[src/rtl/arp_cam_update_ctrl.sv]
// Update/aging controller for the ARP smart CAM: serialises host insert/delete
// and a background aging sweep onto the single CAM/BRAM update port.
module arp_cam_update_ctrl #(
    parameter int K = 32,
    parameter int V = 48,
    parameter int R = 12,
    parameter int A = R + 2,
    parameter int D = K + V + 4,
    parameter int C = 3,
    parameter int U = 8
) (
    input  logic             Clk,
    input  logic             Rst,
    input  logic             ReqValid,
    output logic             ReqReady,
    input  logic             ReqOp,
    input  logic [K-1:0]     ReqKey,
    input  logic [V-1:0]     ReqValue,
    input  logic [4*R-1:0]   ReqHash,
    output logic             RespValid,
    output logic [1:0]       RespStatus,
    output logic [A:0]       RespAddr,
    input  logic             AgingTick,
    output logic             SweepBusy,
    output logic             SweepOverrun,
    output logic [U-1:0]     AgingTimestamp,
    output logic             RamReqValid,
    output logic             RamReqOp,
    output logic [A:0]       RamRwAddr,
    output logic [D-1:0]     RamWrData,
    output logic [U-1:0]     RamWrUsed,
    input  logic [D-1:0]     RamRdData,
    input  logic [U-1:0]     RamRdUsed
);
    localparam int NSRCH = 4 + (1 << C);
    localparam int SW = $clog2(NSRCH + 1);
    localparam int VB = K + V + 2;
    localparam logic [SW-1:0] SRCH_LAST = SW'(NSRCH - 1);
    localparam logic [A:0] SWEEP_LAST = {1'b1, {(A-C){1'b0}}, {C{1'b1}}};

    typedef enum logic [2:0] {IDLE, SRCH, DECIDE, WRITE, RESP, SW_RD, SW_CHK, SW_WR} state_t;
    state_t state, state_nx;

    logic [SW-1:0]   srch_idx;
    logic            req_op;
    logic [K-1:0]    req_key;
    logic [V-1:0]    req_value;
    logic [4*R-1:0]  req_hash;
    logic            match_hit, free_hit, wr_en;
    logic [A:0]      match_addr, free_addr, wr_addr;
    logic [D-1:0]    wr_data;
    logic [U-1:0]    wr_used;
    logic [1:0]      resp_status;
    logic [A:0]      resp_addr;
    logic            sweep_busy, overrun, last_host;
    logic [A:0]      sweep_idx;
    logic [U-1:0]    sweep_ts, aging_ts;

    logic            grant_host, grant_sweep, evaluating, cur_hit, cur_free;
    logic            fin_hit, fin_free, sweep_adv;
    logic [A:0]      cur_addr, fin_maddr, fin_faddr;
    logic [U-1:0]    age_used;

    // Search order: ways 0..3 at their hashed rows, then every overflow CAM slot.
    function automatic logic [A:0] srch_addr(input logic [SW-1:0] j, input logic [4*R-1:0] h);
        logic [A:0]    a;
        logic [SW-1:0] c;
        c = j - SW'(4);
        if (j < 4) a = {1'b0, j[1:0], h[(3 - int'(j[1:0])) * R +: R]};
        else       a = {1'b1, {(A-C){1'b0}}, c[C-1:0]};
        return a;
    endfunction

    function automatic logic [D-1:0] make_entry(input logic [K-1:0] k, input logic [V-1:0] v);
        logic [D-1:0] e;
        e = '0;
        e[K-1:0]   = k;
        e[K+V-1:K] = v;
        e[VB]      = 1'b1;
        return e;
    endfunction

    assign grant_host  = (state == IDLE) && ReqValid && !Rst && !(last_host && sweep_busy);
    assign grant_sweep = (state == IDLE) && sweep_busy && !grant_host;
    assign ReqReady    = grant_host;

    always_comb begin
        evaluating = ((state == SRCH) && (srch_idx != '0)) || (state == DECIDE);
        cur_addr   = srch_addr(srch_idx - 1'b1, req_hash);
        cur_hit    = evaluating && RamRdData[VB] && (RamRdData[K-1:0] == req_key);
        cur_free   = evaluating && !RamRdData[VB];
        fin_hit    = match_hit || cur_hit;
        fin_maddr  = match_hit ? match_addr : cur_addr;
        fin_free   = free_hit || cur_free;
        fin_faddr  = free_hit ? free_addr : cur_addr;
        age_used   = RamRdUsed & ~sweep_ts;
        sweep_adv  = ((state == SW_CHK) && !RamRdData[VB]) || (state == SW_WR);
    end

    always_ff @(posedge Clk) begin
        if (Rst) begin
            state       <= IDLE;
            srch_idx    <= '0;
            match_hit   <= 1'b0;
            free_hit    <= 1'b0;
            wr_en       <= 1'b0;
            resp_status <= '0;
            resp_addr   <= '0;
            sweep_busy  <= 1'b0;
            sweep_idx   <= '0;
            aging_ts    <= U'(1);
            overrun     <= 1'b0;
            last_host   <= 1'b0;
        end else begin
            state   <= state_nx;
            overrun <= AgingTick && sweep_busy;
            if (AgingTick && !sweep_busy) begin
                sweep_busy <= 1'b1;
                sweep_ts   <= aging_ts;
            end
            if (grant_host)       last_host <= 1'b1;
            else if (grant_sweep) last_host <= 1'b0;

            if (sweep_adv) begin
                if (sweep_idx == SWEEP_LAST) begin
                    sweep_idx  <= '0;
                    sweep_busy <= 1'b0;
                    aging_ts   <= {aging_ts[U-2:0], aging_ts[U-1]};
                end else begin
                    sweep_idx <= sweep_idx + 1'b1;
                end
            end

            case (state)
                IDLE: if (grant_host) begin
                    req_op    <= ReqOp;
                    req_key   <= ReqKey;
                    req_value <= ReqValue;
                    req_hash  <= ReqHash;
                    srch_idx  <= '0;
                    match_hit <= 1'b0;
                    free_hit  <= 1'b0;
                end
                SRCH: begin
                    srch_idx <= srch_idx + 1'b1;
                    if (cur_hit && !match_hit) begin
                        match_hit  <= 1'b1;
                        match_addr <= cur_addr;
                    end
                    if (cur_free && !free_hit) begin
                        free_hit  <= 1'b1;
                        free_addr <= cur_addr;
                    end
                end
                DECIDE: begin
                    wr_en     <= 1'b0;
                    resp_addr <= '0;
                    if (!req_op) begin
                        wr_data <= make_entry(req_key, req_value);
                        wr_used <= ~aging_ts;
                        if (fin_hit) begin
                            wr_en <= 1'b1; wr_addr <= fin_maddr; resp_addr <= fin_maddr; resp_status <= 2'd1;
                        end else if (fin_free) begin
                            wr_en <= 1'b1; wr_addr <= fin_faddr; resp_addr <= fin_faddr; resp_status <= 2'd0;
                        end else begin
                            resp_status <= 2'd3;
                        end
                    end else begin
                        wr_data <= '0;
                        wr_used <= '0;
                        if (fin_hit) begin
                            wr_en <= 1'b1; wr_addr <= fin_maddr; resp_addr <= fin_maddr; resp_status <= 2'd1;
                        end else begin
                            resp_status <= 2'd2;
                        end
                    end
                end
                SW_CHK: if (RamRdData[VB]) begin
                    wr_data <= (age_used == '0) ? '0 : RamRdData;
                    wr_used <= age_used;
                end
                default: ;
            endcase
        end
    end

    always_comb begin
        state_nx    = state;
        RamReqValid = 1'b0;
        RamReqOp    = 1'b0;
        RamRwAddr   = '0;
        RamWrData   = '0;
        RamWrUsed   = '0;
        case (state)
            IDLE:   if (grant_host) state_nx = SRCH;
                    else if (grant_sweep) state_nx = SW_RD;
            SRCH: begin
                RamReqValid = 1'b1;
                RamRwAddr   = srch_addr(srch_idx, req_hash);
                if (srch_idx == SRCH_LAST) state_nx = DECIDE;
            end
            DECIDE: state_nx = WRITE;
            WRITE: begin
                state_nx = RESP;
                if (wr_en) begin
                    RamReqValid = 1'b1;
                    RamReqOp    = 1'b1;
                    RamRwAddr   = wr_addr;
                    RamWrData   = wr_data;
                    RamWrUsed   = wr_used;
                end
            end
            RESP:   state_nx = IDLE;
            SW_RD: begin
                RamReqValid = 1'b1;
                RamRwAddr   = sweep_idx;
                state_nx    = SW_CHK;
            end
            SW_CHK: state_nx = RamRdData[VB] ? SW_WR : IDLE;
            SW_WR: begin
                RamReqValid = 1'b1;
                RamReqOp    = 1'b1;
                RamRwAddr   = sweep_idx;
                RamWrData   = wr_data;
                RamWrUsed   = wr_used;
                state_nx    = IDLE;
            end
            default: state_nx = IDLE;
        endcase
    end

    assign RespValid      = (state == RESP);
    assign RespStatus     = resp_status;
    assign RespAddr       = resp_addr;
    assign SweepBusy      = sweep_busy;
    assign SweepOverrun   = overrun;
    assign AgingTimestamp = aging_ts;

endmodule

[config.mk]
export PLATFORM = sky130hd
export DESIGN_NAME = arp_cam_update_ctrl
export DESIGN_NICKNAME = d
export VERILOG_FILES = /design/src/rtl/arp_cam_update_ctrl.sv
export SDC_FILE = /design/constraint.sdc
export NUM_CORES = 1
export LEC_CHECK = 0
export ABC_AREA = 1
export ABC_CLOCK_PERIOD_IN_PS = 12490
export CAP_MARGIN = 40
export CORE_AREA = 2 2 158 199
export DETAILED_ROUTE_END_ITERATION = 8
export DIE_AREA = 0 0 160 201
export PLACE_DENSITY = 0.95
export SETUP_SLACK_MARGIN = 0.05
export SLEW_MARGIN = 20
export SYNTH_ARGS = -nofsm -noshare
export SYNTH_HDL_FRONTEND = slang
export SYNTH_SLANG_ARGS = --single-unit
export TNS_END_PERCENT = 30
[constraint.sdc]
create_clock -name Clk -period 12.49 [get_ports Clk]
set_clock_uncertainty 0.15 [all_clocks]
set_input_delay 1.249 -clock Clk [delete_from_list [all_inputs] [get_ports Clk]]
set_output_delay 1.249 -clock Clk [all_outputs]
set_load 0.01 [all_outputs]
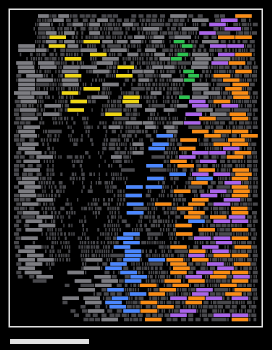
*Sequential cells colored by netlist name, run 1*
Bar = 50 um. Other sequential cells in the stronger gray, the rest of the logic in the fainter gray.
[blue] req_key | placed flops: 32
[purple] req_value | placed flops: 48 | where: a vertical strip on the right
[green] AgingTimestamp | placed flops: 8
[orange] wr_data | placed flops: 84
[yellow] wr_addr | placed flops: 15
not colored: 140
Core Util, Final: 71.1%
sequential power: 0.00139 W

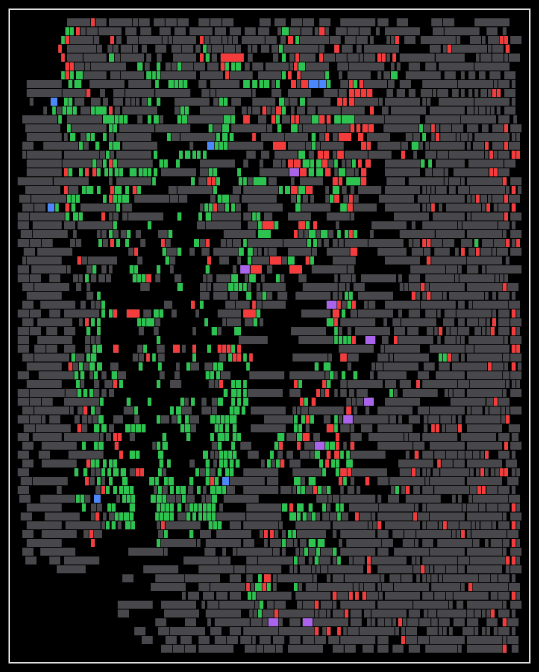
*Gate-type map, run 1*
[red] nor cells | cells: 274 | most used: nor2_1 | where: widely spread
[blue] and/or cells | cells: 7 | most used: or2_2
[green] nand cells | cells: 532 | most used: nand2_1
[purple] xor and xnor cells | cells: 9 | most used: xnor2_1
Comb/total area: 25.8%
final non-filler cell total: 2,710
most instantiated logic cell after routing: nand2_1

==> Slide: Implementation Results, run 1 <==
Implementation Results

Run status
  • Status: completed

Power and ir drop
  • Sw Ratio: 36.3%
  • Internal: approximately 0.0022 W
  • Overall power: 0.00347 W
  • Combinational share of power: 33.7%
  • Combinational Power: 0.00117 W
  • Static leakage power: 9.13 nW
  • Reg power frac: roughly two fifths
  • P per Cell Area: between 150 and 200 mW/mm^2
  • VDD IR-drop max: about 0.00013 V

Finish
  • Inverters: 378
  • Fill cells: 2,239
  • Combinational Gates: 1,150
  • Fin area: 0.0216 sq mm
  • Number of sequential cells: 327
  • Most frequent cells in the layout: nand2_1, inv_1, clkdlybuf4s50_1
  • Non-clock buffering overhead: 17.8%
  • Buffers, non-clock: 381
  • Largest registers: wr_data x84, req_hash x48, req_value x48
  • Layout cells sized above 1: under 10%
  • Most flop-heavy register: wr_data
  • Nets: 2,500
  • Synth-to-Final Area Change: 29.5%
  • Max reg flops: between 80 and 90

Die
  • FP Core Util: 54.9%
  • Die Wd: 160 um
  • Tap cells: 407
  • Chip height: 201 um
  • I/O Pins: 363

Drt
  • Top layer in use: met5
  • Routed wl met2: 28,800 um
  • Detail Route Antenna Nets: 0
  • Pre-antenna DRT Iters: 6
  • Met1 WL: about 20,000 um
  • DR iter-0 viols: 1,878
  • DR WL/cell: about 21 um

Critical path
  • Worst setup path category: flip-flop to output port
  • R2R depth: 14
  • Stages on worst setup path: 13
  • CP endpoint: RamRwAddr[0]
  • Crit path launch: srch_idx[0]
  • Setup crit end kind: output port
  • R2r endpoint: RespAddr[10]
  • CP Cell Sequence: buf_4 -> buf_16 -> inv_4 -> ha_1 -> inv_2 -> nand2_1 -> nor2_2 -> inv_1 -> o22a_1 -> nand3_1 -> o211ai_1 -> nand2_1 -> clkdlybuf4s50_1
  • Slowest-stage cell, CP: ha_1
  • Largest delay contributor family on the critical path: buffers and inverters
  • CP arrival: 4.83 ns
  • Top cell by count, worst path: nand2_1
  • Worst R2R Setup Slack: 7.99 ns
  • CP Launch Type: flip-flop

Final timing
  • Max-slew violations: 0
  • Hold WS: 0.314 ns
  • # setup viols final: 0
  • Post-layout period usage: 49.8%
  • Worst rel slew slack: roughly 43%

Logic synthesis
  • Top_reg_cell synth: edfxtp_1
  • Syn_area_per_cell: 8.61 sq um
  • Mapped cell area: 0.0167 sq mm
  • Number of enable flip-flop cells: 274
  • Syn nets: 2,173
  • Synthesized instance count: 1,942
  • Synth area leader: edfxtp_1
  • Post-synth ARST share: 0%
  • Commonest cells in the netlist: nand2_1, inv_1, edfxtp_1
  • Compound Share, Synth: ~12%
  • Seq/Total Area, Yosys: 55.6%
  • Synth unique cells: ~54
  • Synth Register Bits: approximately 330

Place
  • Hpwl dp: 42,300 um
  • Placer Congestion: approximately 1.0
  • Inst Count DP: 2,640

GRT
  • Vias in the first global route: 15,300
  • Largest net degree at the start of global routing: 99
  • Routing usage on met3: 5.97%
  • First-pass GRT wire length: 86,300 um
  • Met2 Usage GRT: 61.2%

CTS
  • PostCTS Resize Cnt: 0
  • H-tree depth: 1
  • Clock Path Buffers: 3
  • # hold bufs at CTS: 0
  • Setup Fix Bufs, Post-CTS: 0
  • Total CTS buffers: 31

Worst hold path
  • Worst hold path type: flip-flop to flip-flop
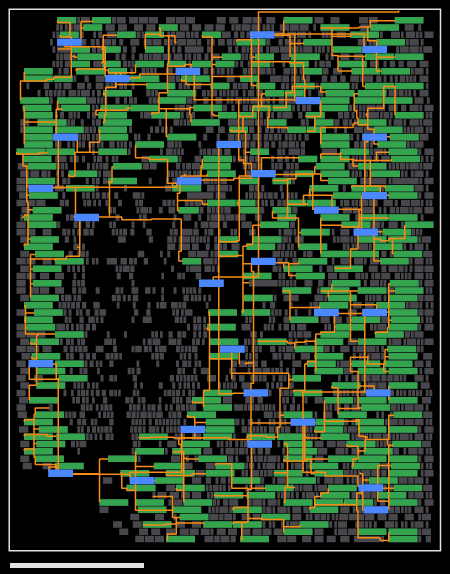
*Clock network drawn from the DEF, run 1*
Bar = 50 um.
[orange] clock wires | length: 3,930 um
[blue] clock-net drivers | count: 31
[green] flip-flops | count: 327
routed clock nets: 32
flops lie: widely spread
Clock Power Share: 26.3%
Clk Latency, worst-skew pair: 0.59 ns
Clock group: 0.000913 W

--- run 2 (diff from run 1) ---
--- a/config.mk
+++ b/config.mk
@@ -6,12 +6,12 @@
 export NUM_CORES = 1
 export LEC_CHECK = 0
 export ABC_AREA = 1
-export ABC_CLOCK_PERIOD_IN_PS = 12490
+export ABC_CLOCK_PERIOD_IN_PS = 5420
 export CAP_MARGIN = 40
-export CORE_AREA = 2 2 158 199
+export CORE_AREA = 2 2 172 216
 export DETAILED_ROUTE_END_ITERATION = 8
-export DIE_AREA = 0 0 160 201
-export PLACE_DENSITY = 0.95
+export DIE_AREA = 0 0 174 218
+export PLACE_DENSITY = 0.87
 export SETUP_SLACK_MARGIN = 0.05
 export SLEW_MARGIN = 20
 export SYNTH_ARGS = -nofsm -noshare
==> constraint.sdc (replaced) <==
create_clock -name Clk -period 5.42 [get_ports Clk]
set_clock_uncertainty 0.15 [all_clocks]
set_input_delay 0.542 -clock Clk [delete_from_list [all_inputs] [get_ports Clk]]
set_output_delay 0.542 -clock Clk [all_outputs]
set_load 0.01 [all_outputs]
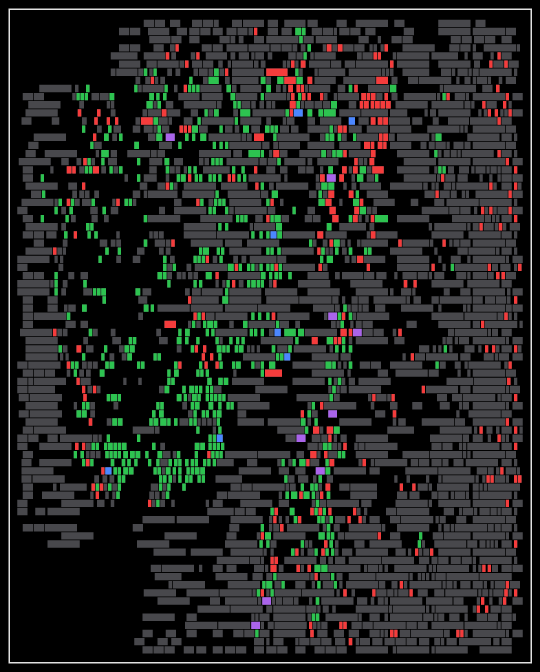
*Gate-type map, run 2*
[red] nor cells | cells: 274 | most used: nor2_1 | where: widely spread
[purple] xor and xnor cells | cells: 9 | most used: xnor2_1
[green] nand cells | cells: 532 | most used: nand2_1
[blue] and/or cells | cells: 7 | most used: or2_2
Comb/total area: 25.4%
final non-filler cell total: 2,793

==> Slide: Implementation Results, run 2 <==
Implementation Results

Finish
  • Buffers, non-clock: 388 (+1.8%)
  • Fill cells: 2,967 (+33%)
  • Non-clock buffering overhead: 17.6% (-0.22 points)
  • Layout clock area frac: 5.23%
  • Most flop-heavy register: wr_data
  • Nets: 2,510 (+0.40%)
  • Layout cells sized above 1: 6.46% (+0.67 points)
  • Fin area: 0.0219 sq mm (+1.3%)
  • Number of sequential cells: 327 (unchanged)
  • Max reg flops: 84 (unchanged)
  • Core Util, Final: 61.0% (-10 points)
  • Inverters: 378 (unchanged)
  • Largest registers: wr_data x84, req_hash x48, req_value x48
  • Synth-to-Final Area Change: 31.1%
  • Most instantiated logic cell after routing: nand2_1
  • Most frequent cells in the layout: nand2_1, inv_1, clkdlybuf4s50_1
  • Combinational Gates: 1,150 (unchanged)

Power and ir drop
  • Combinational Power: 0.00276 W (+140%)
  • Internal: 0.00535 W (+140%)
  • Reg power frac: 38.3% (-1.6 points)
  • Static leakage power: 9.23 nW (+1.0%)
  • Sw Ratio: 36.0% (-0.28 points)
  • Sequential power: 0.00320 W (+130%)
  • VDD IR-drop max: 0.000284 V (+120%)
  • Combinational share of power: 33.1% (-0.6 points)
  • P per Cell Area: 381 mW/mm^2 (+140%)

Die
  • I/O Pins: 363 (unchanged)
  • FP Core Util: 46.6% (-8.4 points)
  • Die Wd: 174 um (+8.8%)
  • Chip height: 218 um (+8.5%)
  • Core Area: 0.0359 sq mm
  • Tap cells: 480 (+18%)

Drt
  • Pre-antenna DRT Iters: 5 (-1)
  • DR WL/cell: 20.8 um (-2.4%)
  • Top layer in use: met5
  • DR iter-0 viols: 1,423 (-24%)
  • Detail Route Antenna Nets: 0 (unchanged)
  • Met1 WL: 20,300 um (+1.9%)
  • Routed wl met2: 29,100 um (+0.93%)

Critical path
  • Slowest-stage cell, CP: o311ai_0
  • Setup crit end kind: output port
  • R2R depth: 15 (+1)
  • CP Cell Sequence: inv_1 -> ha_1 -> inv_2 -> nand2_1 -> o311ai_0 -> nand2_1 -> o211ai_1 -> nand3_1 -> nand2_1 -> clkdlybuf4s50_1
  • Stages on worst setup path: 10 (-3)
  • Worst R2R Setup Slack: 1.85 ns (-6.14 ns)
  • CP Launch Type: flip-flop
  • Crit path launch: srch_idx[1]
  • CP arrival: 3.62 ns (-1.21 ns)
  • Largest delay contributor family on the critical path: buffers and inverters
  • Top cell by count, worst path: nand2_1
  • Bufs and invs on worst path: 3
  • CP endpoint: RamRwAddr[2]
  • R2r endpoint: RespAddr[5]
  • Worst setup path category: flip-flop to output port

Logic synthesis
  • Number of enable flip-flop cells: 274 (unchanged)
  • Mapped cell area: 0.0167 sq mm (unchanged)
  • Synthesized instance count: 1,942 (unchanged)
  • Top_reg_cell synth: edfxtp_1
  • Post-synth ARST share: 0% (unchanged)
  • Synth area leader: edfxtp_1
  • Synth unique cells: 54 (unchanged)
  • Commonest cells in the netlist: nand2_1, inv_1, edfxtp_1
  • Syn_area_per_cell: 8.61 sq um (unchanged)
  • Syn nets: 2,173 (unchanged)
  • Seq/Total Area, Yosys: 55.6% (unchanged)
  • Synth Register Bits: 327 (unchanged)
  • Compound Share, Synth: 11.6% (unchanged)

Run status
  • Status: completed

Final timing
  • Fmax: 232 MHz
  • Worst rel slew slack: 44.4% (+1.3 points)
  • Post-layout period usage: 79.6%
  • Hold WS: 0.319 ns (+0.00528 ns)
  • Max-slew violations: 0 (unchanged)
  • Final setup margin: 1.11 ns
  • # setup viols final: 0 (unchanged)

CTS
  • Setup Fix Bufs, Post-CTS: 0 (unchanged)
  • # hold bufs at CTS: 0 (unchanged)
  • PostCTS Resize Cnt: 0 (unchanged)
  • Clock Path Buffers: 3 (unchanged)
  • CTS Sinks: around 330
  • Total CTS buffers: 34 (+9.7%)
  • H-tree depth: 2 (+1)

Place
  • Inst Count DP: 2,721 (+3.1%)
  • Hpwl dp: 44,000 um (+4.2%)
  • Placer Congestion: 1.01 (-2.7%)
  • Pre-CTS worst setup slack: roughly 1.7 ns

GRT
  • Met2 Usage GRT: 53.4% (-7.8 points)
  • Largest net degree at the start of global routing: 97 (-2.0%)
  • Routing usage on met3: 6.75% (+0.78 points)
  • GRT Util Overall: 30.0%
  • Vias in the first global route: 14,700 (-3.4%)
  • First-pass GRT wire length: 86,200 um (-0.10%)

Worst hold path
  • Min-Delay Path Depth: 2
  • Worst hold path type: flip-flop to flip-flop
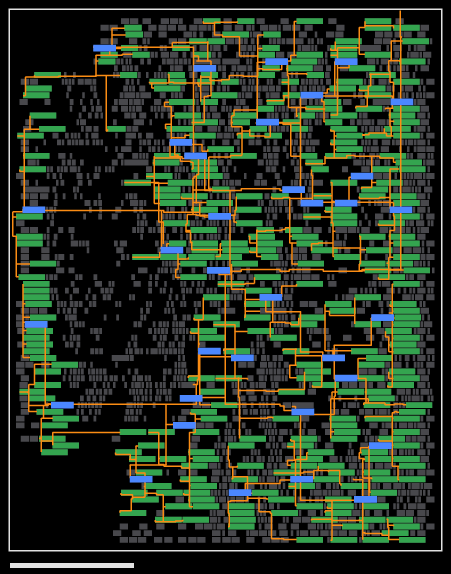
*Clock network drawn from the DEF, run 2*
Bar = 50 um.
[blue] clock-net drivers | count: 34
[orange] clock wires | length: 4,060 um
[green] flip-flops | count: 327
flops lie: widely spread
routed clock nets: 35
Clock Power Share: 28.7%
Clk Latency, worst-skew pair: 0.53 ns
Clock group: 0.00240 W

--- run 3 (diff from run 2) ---
--- a/config.mk
+++ b/config.mk
@@ -6,12 +6,12 @@
 export NUM_CORES = 1
 export LEC_CHECK = 0
 export ABC_AREA = 1
-export ABC_CLOCK_PERIOD_IN_PS = 5420
+export ABC_CLOCK_PERIOD_IN_PS = 4500
 export CAP_MARGIN = 40
-export CORE_AREA = 2 2 172 216
+export CORE_AREA = 2 2 164 206
 export DETAILED_ROUTE_END_ITERATION = 8
-export DIE_AREA = 0 0 174 218
-export PLACE_DENSITY = 0.87
+export DIE_AREA = 0 0 166 208
+export PLACE_DENSITY = 0.91
 export SETUP_SLACK_MARGIN = 0.05
 export SLEW_MARGIN = 20
 export SYNTH_ARGS = -nofsm -noshare
==> constraint.sdc (replaced) <==
create_clock -name Clk -period 4.5 [get_ports Clk]
set_clock_uncertainty 0.15 [all_clocks]
set_input_delay 0.45 -clock Clk [delete_from_list [all_inputs] [get_ports Clk]]
set_output_delay 0.45 -clock Clk [all_outputs]
set_load 0.01 [all_outputs]
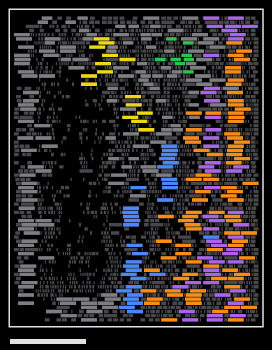
*Sequential cells colored by netlist name, run 3*
Bar = 50 um. Other sequential cells in the stronger gray, the rest of the logic in the fainter gray.
[blue] req_key | placed flops: 32
[yellow] wr_addr | placed flops: 15 | where: top center
[purple] req_value | placed flops: 48 | where: a vertical strip on the right
[green] AgingTimestamp | placed flops: 8
[orange] wr_data | placed flops: 84
not colored: 140
Core Util, Final: 67.5%
sequential power: 0.00385 W

==> Slide: Implementation Results, run 3 <==
Implementation Results

Run status
  • Status: completed

Finish
  • Comb/total area: 25.4% (-0.052 points)
  • Fill cells: 2,460 (-17%)
  • Max reg flops: 84 (unchanged)
  • Largest registers: wr_data x84, req_hash x48, req_value x48
  • Combinational Gates: 1,150 (unchanged)
  • Layout cells sized above 1: 6.99% (+0.53 points)
  • Most instantiated logic cell after routing: nand2_1
  • Fin area: 0.0219 sq mm (about the same)
  • Final non-filler cell total: 2,745 (-1.7%)
  • Buffers, non-clock: 400 (+3.1%)
  • Most frequent cells in the layout: nand2_1, inv_1, clkdlybuf4s50_1
  • Layout clock area frac: 5.15% (-0.079 points)
  • Inverters: 378 (unchanged)
  • Non-clock buffering overhead: 18.1% (+0.51 points)

CTS
  • # hold bufs at CTS: 0 (unchanged)
  • Setup Fix Bufs, Post-CTS: 0 (unchanged)
  • CTS Sinks: 327 (unchanged)
  • Clk Latency, worst-skew pair: 0.53 ns (about the same)
  • PostCTS Resize Cnt: 0 (unchanged)
  • H-tree depth: 2 (unchanged)

Logic synthesis
  • Top_reg_cell synth: edfxtp_1
  • Synth Register Bits: 327 (unchanged)
  • Synthesized instance count: 1,942 (unchanged)
  • Number of enable flip-flop cells: 274 (unchanged)
  • Syn_area_per_cell: 8.61 sq um (unchanged)
  • Compound Share, Synth: 11.6% (unchanged)
  • Synth area leader: edfxtp_1

Die
  • FP Core Util: 51.4% (+4.9 points)
  • Chip height: 208 um (-4.6%)
  • I/O Pins: 363 (unchanged)

GRT
  • First-pass GRT wire length: 90,200 um (+4.6%)
  • Largest net degree at the start of global routing: 73 (-25%)
  • Vias in the first global route: 15,200 (+2.8%)
  • Met2 Usage GRT: 61.1% (+7.7 points)
  • GRT Util Overall: 34.4% (+4.4 points)

Drt
  • Detail Route Antenna Nets: 0 (unchanged)
  • DR WL/cell: 21.9 um (+5.5%)
  • DR iter-0 viols: 1,832 (+29%)

Place
  • Placer Congestion: 0.989 (-1.8%)
  • Pre-CTS worst setup slack: 1.04 ns (-0.680 ns)

Critical path
  • R2R depth: 15 (unchanged)
  • Slowest-stage cell, CP: clkdlybuf4s50_1
  • Worst setup path category: flip-flop to output port
  • Worst R2R Setup Slack: 1.03 ns (-0.82 ns)
  • Stages on worst setup path: 9 (-1)
  • CP Cell Sequence: inv_1 -> ha_1 -> clkinv_1 -> nor2_1 -> inv_1 -> o311ai_0 -> nand2_1 -> nand2_1 -> clkdlybuf4s50_1
  • Crit path launch: srch_idx[1]
  • CP arrival: 3.41 ns (-0.21 ns)
  • Setup crit end kind: output port
  • CP Launch Type: flip-flop

Power and ir drop
  • Clock group: 0.00285 W (+19%)
  • Sw Ratio: 36.5% (+0.53 points)
  • Combinational Power: 0.00344 W (+25%)
  • P per Cell Area: 462 mW/mm^2 (+21%)
  • Internal: 0.00644 W (+20%)
  • Static leakage power: 9.28 nW (+0.63%)

Final timing
  • Fmax: ~250 MHz
  • Post-layout period usage: 89.1%
  • # setup viols final: 0 (unchanged)
  • Hold WS: 0.317 ns (-0.00245 ns)

Worst hold path
  • Worst hold path type: primary input to flip-flop
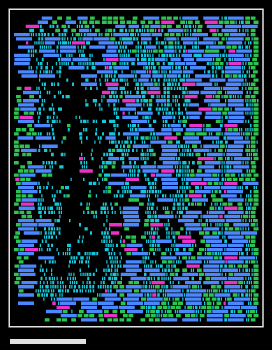
*Cell classes on the final placement, run 3*
Bar = 50 um.
[green] remaining buffers and delay cells | cells: 400 | share of their area: 19%
[magenta] clock drivers and dummy loads | cells: 62 | share of their area: 5.3%
[cyan] remaining logic cells | cells: 1,528 | share of their area: 33%
[blue] sequential cells | cells: 327 | share of their area: 43%
Core Area: 0.0325 sq mm
cell row count: 74


==> gallery <==
Routing congestion.
image #1
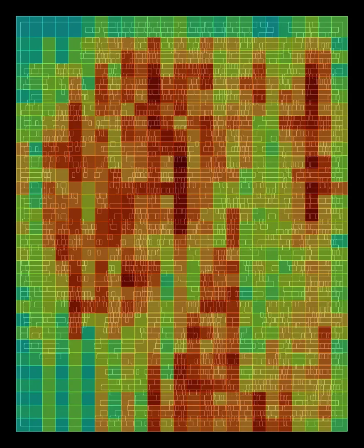
image #2
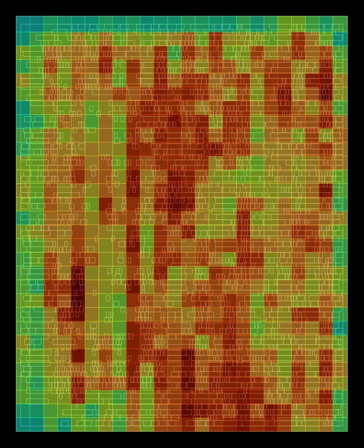
Image #2 comes from run 3.
Image #1 comes from run 2.

Power and IR drop assume default switching activity.
